`config.mk`:
```
export PLATFORM = sky130hd
export DESIGN_NAME = wb_rr_arbiter
export DESIGN_NICKNAME = d
export VERILOG_FILES = /design/src/rtl/wb_rr_arbiter.sv
export SDC_FILE = /design/constraint.sdc
export NUM_CORES = 1
export LEC_CHECK = 0
export CAP_MARGIN = 20
export CORE_AREA = 5 5 138 140
export CTS_BUF_LIST = sky130_fd_sc_hd__clkbuf_4 sky130_fd_sc_hd__clkbuf_8
export DETAILED_ROUTE_END_ITERATION = 16
export DIE_AREA = 0 0 143 145
export GPL_TIMING_DRIVEN = 0
export PLACE_DENSITY = 0.65
export SYNTH_ARGS = -nofsm -noshare
export SYNTH_HDL_FRONTEND = slang
export SYNTH_SLANG_ARGS = --single-unit
```
`constraint.sdc`:
```
create_clock -name clk -period 6.9 [get_ports clk]
set_clock_uncertainty 0.1 [all_clocks]
set_input_delay 0.69 -clock clk [delete_from_list [all_inputs] [get_ports clk]]
set_output_delay 0.69 -clock clk [all_outputs]
set_load 0.01 [all_outputs]
```
`src/rtl/wb_rr_arbiter.sv`:
```
// Round-robin Wishbone arbiter: N masters onto one slave port.
// Optional bus watchdog enabled by defining WB_ARB_TIMEOUT_EN.
module wb_rr_arbiter #(
  parameter int N_MASTER = 3,
  parameter int AW       = 32,
  parameter int DW       = 32,
  parameter int TIMEOUT  = 255
) (
  input  logic                     clk,
  input  logic                     rstn_i,
  input  logic [N_MASTER-1:0]      m_cyc_i,
  input  logic [N_MASTER-1:0]      m_stb_i,
  input  logic [N_MASTER-1:0]      m_we_i,
  input  logic [N_MASTER*DW/8-1:0] m_sel_i,
  input  logic [N_MASTER*AW-1:0]   m_adr_i,
  input  logic [N_MASTER*DW-1:0]   m_dat_i,
  output logic [DW-1:0]            m_dat_o,
  output logic [N_MASTER-1:0]      m_ack_o,
  output logic [N_MASTER-1:0]      m_err_o,
  output logic                     s_cyc_o,
  output logic                     s_stb_o,
  output logic                     s_we_o,
  output logic [DW/8-1:0]          s_sel_o,
  output logic [AW-1:0]            s_adr_o,
  output logic [DW-1:0]            s_dat_o,
  input  logic [DW-1:0]            s_dat_i,
  input  logic                     s_ack_i,
  input  logic                     s_err_i,
  output logic [N_MASTER-1:0]      grant_o
);

  localparam int SW = DW / 8;
  localparam int IW = $clog2(N_MASTER);

  typedef enum logic {IDLE, BUSY} state_t;

  state_t              state_q, state_d;
  logic [N_MASTER-1:0] grant_q, grant_d;
  logic [IW-1:0]       last_q, last_d;
  logic [IW-1:0]       pick;
  logic                found;
  logic                busy;
  logic                to_hit;
  int                  j;

  // Search starts just after the previous winner and wraps.
  always_comb begin
    found = 1'b0;
    pick  = last_q;
    j     = 0;
    for (int k = 1; k <= N_MASTER; k++) begin
      j = int'(last_q) + k;
      if (j >= N_MASTER) j = j - N_MASTER;
      if (!found && m_cyc_i[j]) begin
        found = 1'b1;
        pick  = IW'(j);
      end
    end
  end

  always_comb begin
    state_d = state_q;
    grant_d = grant_q;
    last_d  = last_q;
    unique case (state_q)
      IDLE: begin
        if (found) begin
          state_d = BUSY;
          grant_d = N_MASTER'(1) << pick;
          last_d  = pick;
        end
      end
      BUSY: begin
        if (!m_cyc_i[last_q]) begin
          state_d = IDLE;
          grant_d = '0;
        end
      end
      default: begin
        state_d = IDLE;
        grant_d = '0;
      end
    endcase
  end

  always_ff @(posedge clk or negedge rstn_i) begin
    if (!rstn_i) begin
      state_q <= IDLE;
      grant_q <= '0;
      last_q  <= IW'(N_MASTER - 1);
    end else begin
      state_q <= state_d;
      grant_q <= grant_d;
      last_q  <= last_d;
    end
  end

  assign busy = (state_q == BUSY);

`ifdef WB_ARB_TIMEOUT_EN
  logic [15:0] cnt_q;

  assign to_hit = busy && (cnt_q == 16'(TIMEOUT));

  always_ff @(posedge clk or negedge rstn_i) begin
    if (!rstn_i) begin
      cnt_q <= '0;
    end else if (!busy || s_ack_i || s_err_i || to_hit) begin
      cnt_q <= '0;
    end else if (s_stb_o) begin
      cnt_q <= cnt_q + 16'd1;
    end
  end
`else
  assign to_hit = 1'b0;
`endif

  // last_q names the owner while BUSY, so it doubles as the mux select.
  always_comb begin
    s_cyc_o = 1'b0;
    s_stb_o = 1'b0;
    s_we_o  = 1'b0;
    s_sel_o = '0;
    s_adr_o = '0;
    s_dat_o = '0;
    m_ack_o = '0;
    m_err_o = '0;
    if (busy) begin
      s_cyc_o = m_cyc_i[last_q];
      s_stb_o = m_stb_i[last_q] & ~to_hit;
      s_we_o  = m_we_i[last_q];
      s_sel_o = m_sel_i[last_q*SW +: SW];
      s_adr_o = m_adr_i[last_q*AW +: AW];
      s_dat_o = m_dat_i[last_q*DW +: DW];
      m_ack_o = s_ack_i ? grant_q : '0;
      m_err_o = (s_err_i | to_hit) ? grant_q : '0;
    end
  end

  assign m_dat_o = s_dat_i;
  assign grant_o = grant_q;

endmodule
```
==> out/results.ini, run 1 <==
[timing]
drv_slew=0
relSlewSlack_pct=53.31
worst_hold_slack_ns=0.4300
fin_crit_sh_pct=48.22
max_freq_mhz=300.5
finalCriticalPeriod_ns=3.327
fin_setup_tns_ns=0

[pwr]
power.leakage_uw=0.002401
p_clk_share_pct=3.6
pwr-share-comb_pct=92.3
netSwitchingFraction_pct=44.68
power_switching_uw=726.0
power.density_nw_per_um2=258.1
ir_worst_vdd_uv=110.0

[global_routing]
grt_pass1_vias=4100
grt-ovfl-total=0
grt_pass1_wl_um=21810
grt_util_all_layers_pct=12.95
antenna_found_initial=0

[die]
io_pins=361
die_y_um=145
die_w_um=143
initCoreUtil_pct=15.10
rows=49

[clocking]
cts_root_buf=clkbuf_8
clk_path_buf_depth=2

[status]
status=complete, no violations

[yosys]
postSynthSeqShare_pct=5.657
fp_nets=654
top_cell=nand2_1
top_area_cell=mux2i_1
synth_cells=402
synth_adder_area_share_pct=1.403

[worst_setup_path]
rr_worst_depth=10
reg2reg_from=last_q[0]
crit_arrival_ns=2.54
r2r_slack_ns=3.91
crit_path_start_kind=register

[finish]
area_growth_pct=135.2
drive_gt1_share_pct=8.311

[min_path]
worst_hold_startpoint=grant_o[2]

[drt]
drt-vias-per-instance=4.146

[placed_design]
dpl.hpwl_um=12910

-- run 1: layout by cell type, fill, tap and decap left out, types with 2 or more instances in the layout --
master	instances
a21oi_1	2
and2_1	70
and3_1	6
buf_2	15
buf_4	33
buf_6	2
clkbuf_1	16
clkbuf_8	3
clkdlybuf4s50_1	328
dfrtp_1	5
ha_1	3
inv_1	5
mux2i_1	73
nand2_1	74
nand2b_1	3
o211a_1	2
o21ai_0	72
o2bb2ai_1	5
-- run 1: power by group through the flow --
stage	Clock (µW)	Combinational [µW]	Sequential (µW)
floorplan	0	773	62.5
global placement	0	1520	68.2
detailed placement	0	1520	68.9
CTS	59.6	1530	68.8
global route	62.3	1640	69.8
finish	58.0	1500	66.3
-- run 1: logic make-up after synthesis --
kind of cell / count (synthesis)
AND-OR/OR-AND: 91
adder cells (fa/ha/maj): 3
buffers and inverters: 71
flip-flops: 6
multiplexers: 73
AND/OR/NAND/NOR: 158
-- run 1: state kept, by name (all words and copies together) (netlist names) --
| register | count |
|---|---|
| grant_o | 3 |
| last_q | 2 |
| busy | 1 |
-- run 1: through the flow --
| stage | worst slack (ns) | cell area, µm² | cells |
|---|---|---|---|
| 2_1_floorplan | 4.495 | 2676 | 402 |
| 3_3_place_gp | 3.710 | 6246 | 959 |
| 3_5_place_dp | 3.680 | 6246 | 959 |
| 4_1_cts | 3.450 | 6295 | 963 |
| 5_1_grt | 3.387 | 6295 | 963 |
| 6_report | 3.573 | 6295 | 963 |
-- run 1: area by class of cell --
type	instances	area [µm²]
Multi-Input combinational cell	325	2101
Fill cell	1921	11420
Sequential cell	6	151.4
Buffer	66	405.4
Inverter	5	18.77
Clock buffer	4	48.80
Tap cell	229	286.5
Timing Repair Buffer	328	3283
-- run 1: how the worst max path moves through the flow --
stage / to / cells past startpoint
2_1_floorplan: grant_o[0] / 10
5_1_grt: s_dat_o[15] / 8
6_report: s_dat_o[24] / 6
4_1_cts: s_dat_o[15] / 8
3_3_place_gp: s_dat_o[15] / 8
3_5_place_dp: s_dat_o[15] / 8
-- run 1: metal layers --
layer,wire length [µm],global-route usage (%),up-vias
li1,-,-,1992
met1,5386,13.56,1752
met2,7655,24.91,227
met3,1687,4.146,22
met4,288,2.614,0
met5,0,0,-
-- run 1: worst max-delay path: stages (launching register included) --
cell and delay [ns]:
dfstp_2 0.54, buf_2 0.28, buf_2 0.38, mux2i_1 0.36, o21ai_0 0.11, and2_1 0.17
clkdlybuf4s50_1 0.47
==> run_1/clock_nets.png <==
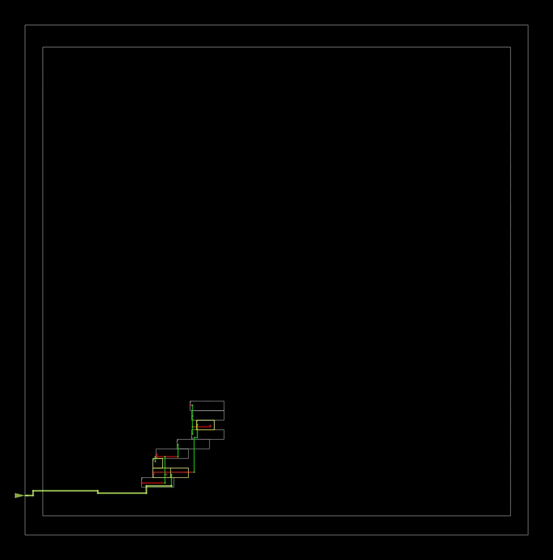
total CTS buffers: 3
clock distribution power: 58.0 µW
clock latency on the worst-skew pair: 0.22 ns
Clock Sinks: 6

==> run_1/m1.png <==
(2 px per µm) Supply wires on this layer in gray.
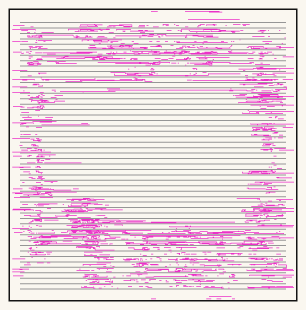
The layer holds 36% of the routed length. The layer carries 5390 µm of wire. The wires run mostly horizontal. The longest straight run is 69.0 µm. 831 nets have wire on it.
Post-Route WL: 15020 µm
Vias: 3993
M1 GR Usage: 13.56%

==> run_1/m3.png <==
(3 px per µm)
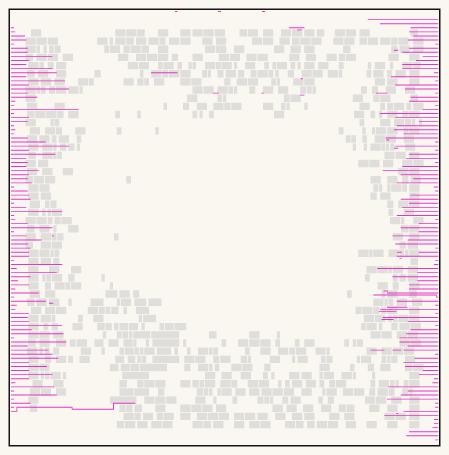
The wires run mostly horizontal. The layer holds 11% of the routed length. 213 nets have wire on it. The longest straight run is 23.2 µm. The layer carries 1690 µm of wire.
met3 Use GR: 4.146%

==> run_1/util_map.png <==
(2 px per µm) The die is cut into 14 by 14 equal tiles; white is low, dark blue is high, 0 to 100% covered.
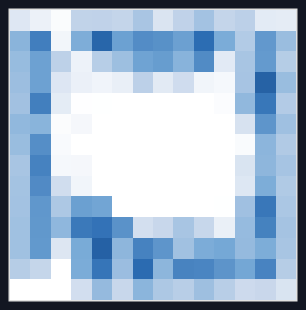

--- run 2 (diff from run 1) ---
--- a/config.mk
+++ b/config.mk
@@ -6,12 +6,12 @@
 export NUM_CORES = 1
 export LEC_CHECK = 0
 export CAP_MARGIN = 20
-export CORE_AREA = 5 5 138 140
+export CORE_AREA = 5 5 135 137
 export CTS_BUF_LIST = sky130_fd_sc_hd__clkbuf_4 sky130_fd_sc_hd__clkbuf_8
 export DETAILED_ROUTE_END_ITERATION = 16
-export DIE_AREA = 0 0 143 145
+export DIE_AREA = 0 0 140 142
 export GPL_TIMING_DRIVEN = 0
-export PLACE_DENSITY = 0.65
+export PLACE_DENSITY = 0.69
 export SYNTH_ARGS = -nofsm -noshare
 export SYNTH_HDL_FRONTEND = slang
 export SYNTH_SLANG_ARGS = --single-unit
==> constraint.sdc (replaced) <==
create_clock -name clk -period 2.8 [get_ports clk]
set_clock_uncertainty 0.1 [all_clocks]
set_input_delay 0.28 -clock clk [delete_from_list [all_inputs] [get_ports clk]]
set_output_delay 0.28 -clock clk [all_outputs]
set_load 0.01 [all_outputs]
==> run_2/util_map.png <==
(3 px per µm) The die is cut into 14 by 14 equal tiles; white is low, dark blue is high, 0 to 100% covered.
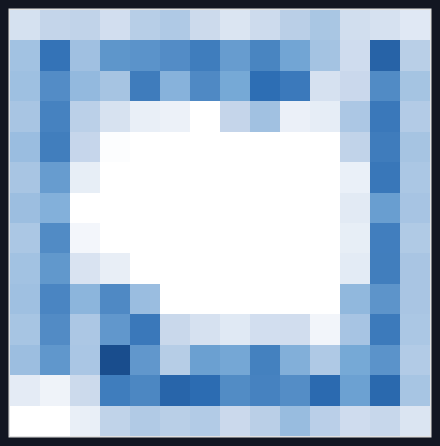
3.1% of the tiles are over 75% full. The emptiest ninth of the die: middle. 25% of the tiles are nearly empty. The fullest tile reaches 89%. The mean over all tiles is 30%.
Core Util at FP: 15.80%
fin util: 37.30%
core area: 16940 µm²

==> run_2/m3.png <==
(3 px per µm)
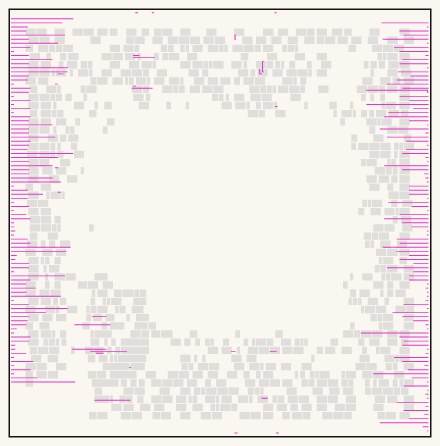
209 nets have wire on it. The layer carries 1410 µm of wire. The wires run mostly horizontal. The longest straight run is 22.3 µm.
Post-Route WL: 14490 µm
Vias: 3981
met3 Use GR: 3.696%

==> out/results.ini, run 2 <==
[worst_setup_path]
rr_worst_depth=9
crit_arrival_ns=2.33
reg2reg_from=last_q[1]
r2r_slack_ns=0.26
crit_path_start_kind=register

[global_routing]
grt_pass1_vias=3980
antenna_found_initial=0
grt_pass1_wl_um=21070
grt_util_all_layers_pct=12.94
grt-ovfl-total=0

[pwr]
ir_worst_vdd_uv=294.1
power.density_nw_per_um2=638.1
power.leakage_uw=0.002406
p_total_uw=4031

[finish]
lay_top_count=clkdlybuf4s50_1
drive_gt1_share_pct=8.856
largest_register_ff_count=3
fillers=1801
area_growth_pct=136.0
layout_top_cells=clkdlybuf4s50_1 (328), nand2_1 (74), mux2i_1 (73)
finalNonFillerCells=959

[yosys]
top_cell=nand2_1
synth_cells=402
synthArstFlopShare_pct=100.0
yosys-stat-cells=402
top_area_share_pct=27.30
postSynthSeqShare_pct=5.657
fp_nets=654

[status]
status=complete, no violations

[placed_design]
placed_cells=955
gp_congestion=0.8525
dpl.hpwl_um=12430

[timing]
drv_slew=0
finalCriticalPeriod_ns=2.705
max_freq_mhz=369.7
rsz0062_at_grt=false
fin_crit_sh_pct=96.61

[die]
die_y_um=142
chip_area_um2=19880
die_w_um=140
io_pins=361

[clocking]
cts_buffers=3
cts_root_buf=clkbuf_8
clk_latency_ns=0.22
clk_path_buf_depth=2

[drt]
drt-vias-per-instance=4.151

==> run_2/clock_wires.png <==
(3 px per µm)
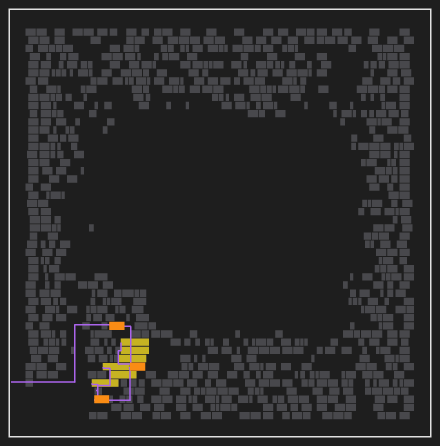
Purple is clock wires, length 131 µm. Orange is clock-net drivers, count 3. Yellow is flip-flops, count 6.
There are 4 routed clock nets. Position of the flops: bottom left.
clock distribution power: 145 µW
Clk network pwr share: 3.6%

[run 2: cell counts after synthesis]
No cell type changed its count.
[run 2: cells by family after synthesis]
| family | after synthesis | synth area share, % |
|---|---|---|
| fa+ha+maj | 3 | 1.403 |
| compound gates | 91 | 19.64 |
| mux | 73 | 27.30 |
| flops | 6 | 5.657 |
| simple gates | 158 | 30.15 |
| buf+inv | 71 | 15.85 |
[run 2: routing by layer]
metal | global-route usage, % | wire length, µm | vias up
li1 | - | - | 1996
met1 | 14.26 | 5348 | 1740
met2 | 24.74 | 7505 | 227
met3 | 3.696 | 1405 | 18
met4 | 2.652 | 232 | 0
met5 | 0 | 0 | -
[run 2: per-stage QoR]
step,util [%],TNS (ns),hold WS (ns),setup slack [ns],area [µm²]
5_1_grt,37.30,0,0.2100,0.007629,6317
3_5_place_dp,36.85,-1.352,0.4253,-0.3079,6241
6_report,37.30,0,0.1960,0.09483,6317
4_1_cts,37.22,-0.6584,0.1936,-0.04247,6304
3_3_place_gp,36.85,-1.151,0.4202,-0.2703,6241
2_1_floorplan,-,0,-0.1156,0.3948,2676
[run 2: layout make-up]
type / count / area (µm²) / share of cell area [%]
Timing Repair Buffer: 329 / 3291 / 52.09
Clock buffer: 4 / 48.80 / 0.7724
Inverter: 5 / 18.77 / 0.2971
Multi-Input combinational cell: 325 / 2101 / 33.25
Buffer: 65 / 422.9 / 6.694
Tap cell: 225 / 281.5 / 4.456
Sequential cell: 6 / 153.9 / 2.436
[run 2: what timing repair did]
item,in CTS,in global routing
resized,5,7
cloned,0,0
pin swaps,0,0
setup buffers,1,0
setup endpoints to repair,76,47
[run 2: where the power goes]
group	internal [µW]	leakage (µW)	total [µW]	switching (µW)
clock	108	0.0000262	145	37.6
sequential	128	0.0000721	186	57.9
combinational	2010	0.00231	3700	1690
[run 2: critical path, cell delays in order, from the launching register on]
cell and delay (ns):
dfstp_2 0.54, clkbuf_4 0.26, buf_4 0.26, mux2i_1 0.29, o21ai_0 0.11, and2_1 0.17
clkdlybuf4s50_1 0.48
[run 2: worst max-delay path by stage]
| stage | depth (start not counted) | slack (ns) | endpoint |
|---|---|---|---|
| after detailed placement | 10 | -0.31 | grant_o[0] |
| after CTS | 6 | -0.04 | s_dat_o[19] |
| after floorplan | 10 | 0.39 | grant_o[0] |
| after global routing | 6 | 0.008 | s_dat_o[15] |
| final | 6 | 0.09 | s_adr_o[24] |
| after global placement | 10 | -0.27 | grant_o[0] |
Power is estimated from default activity; no workload was simulated.
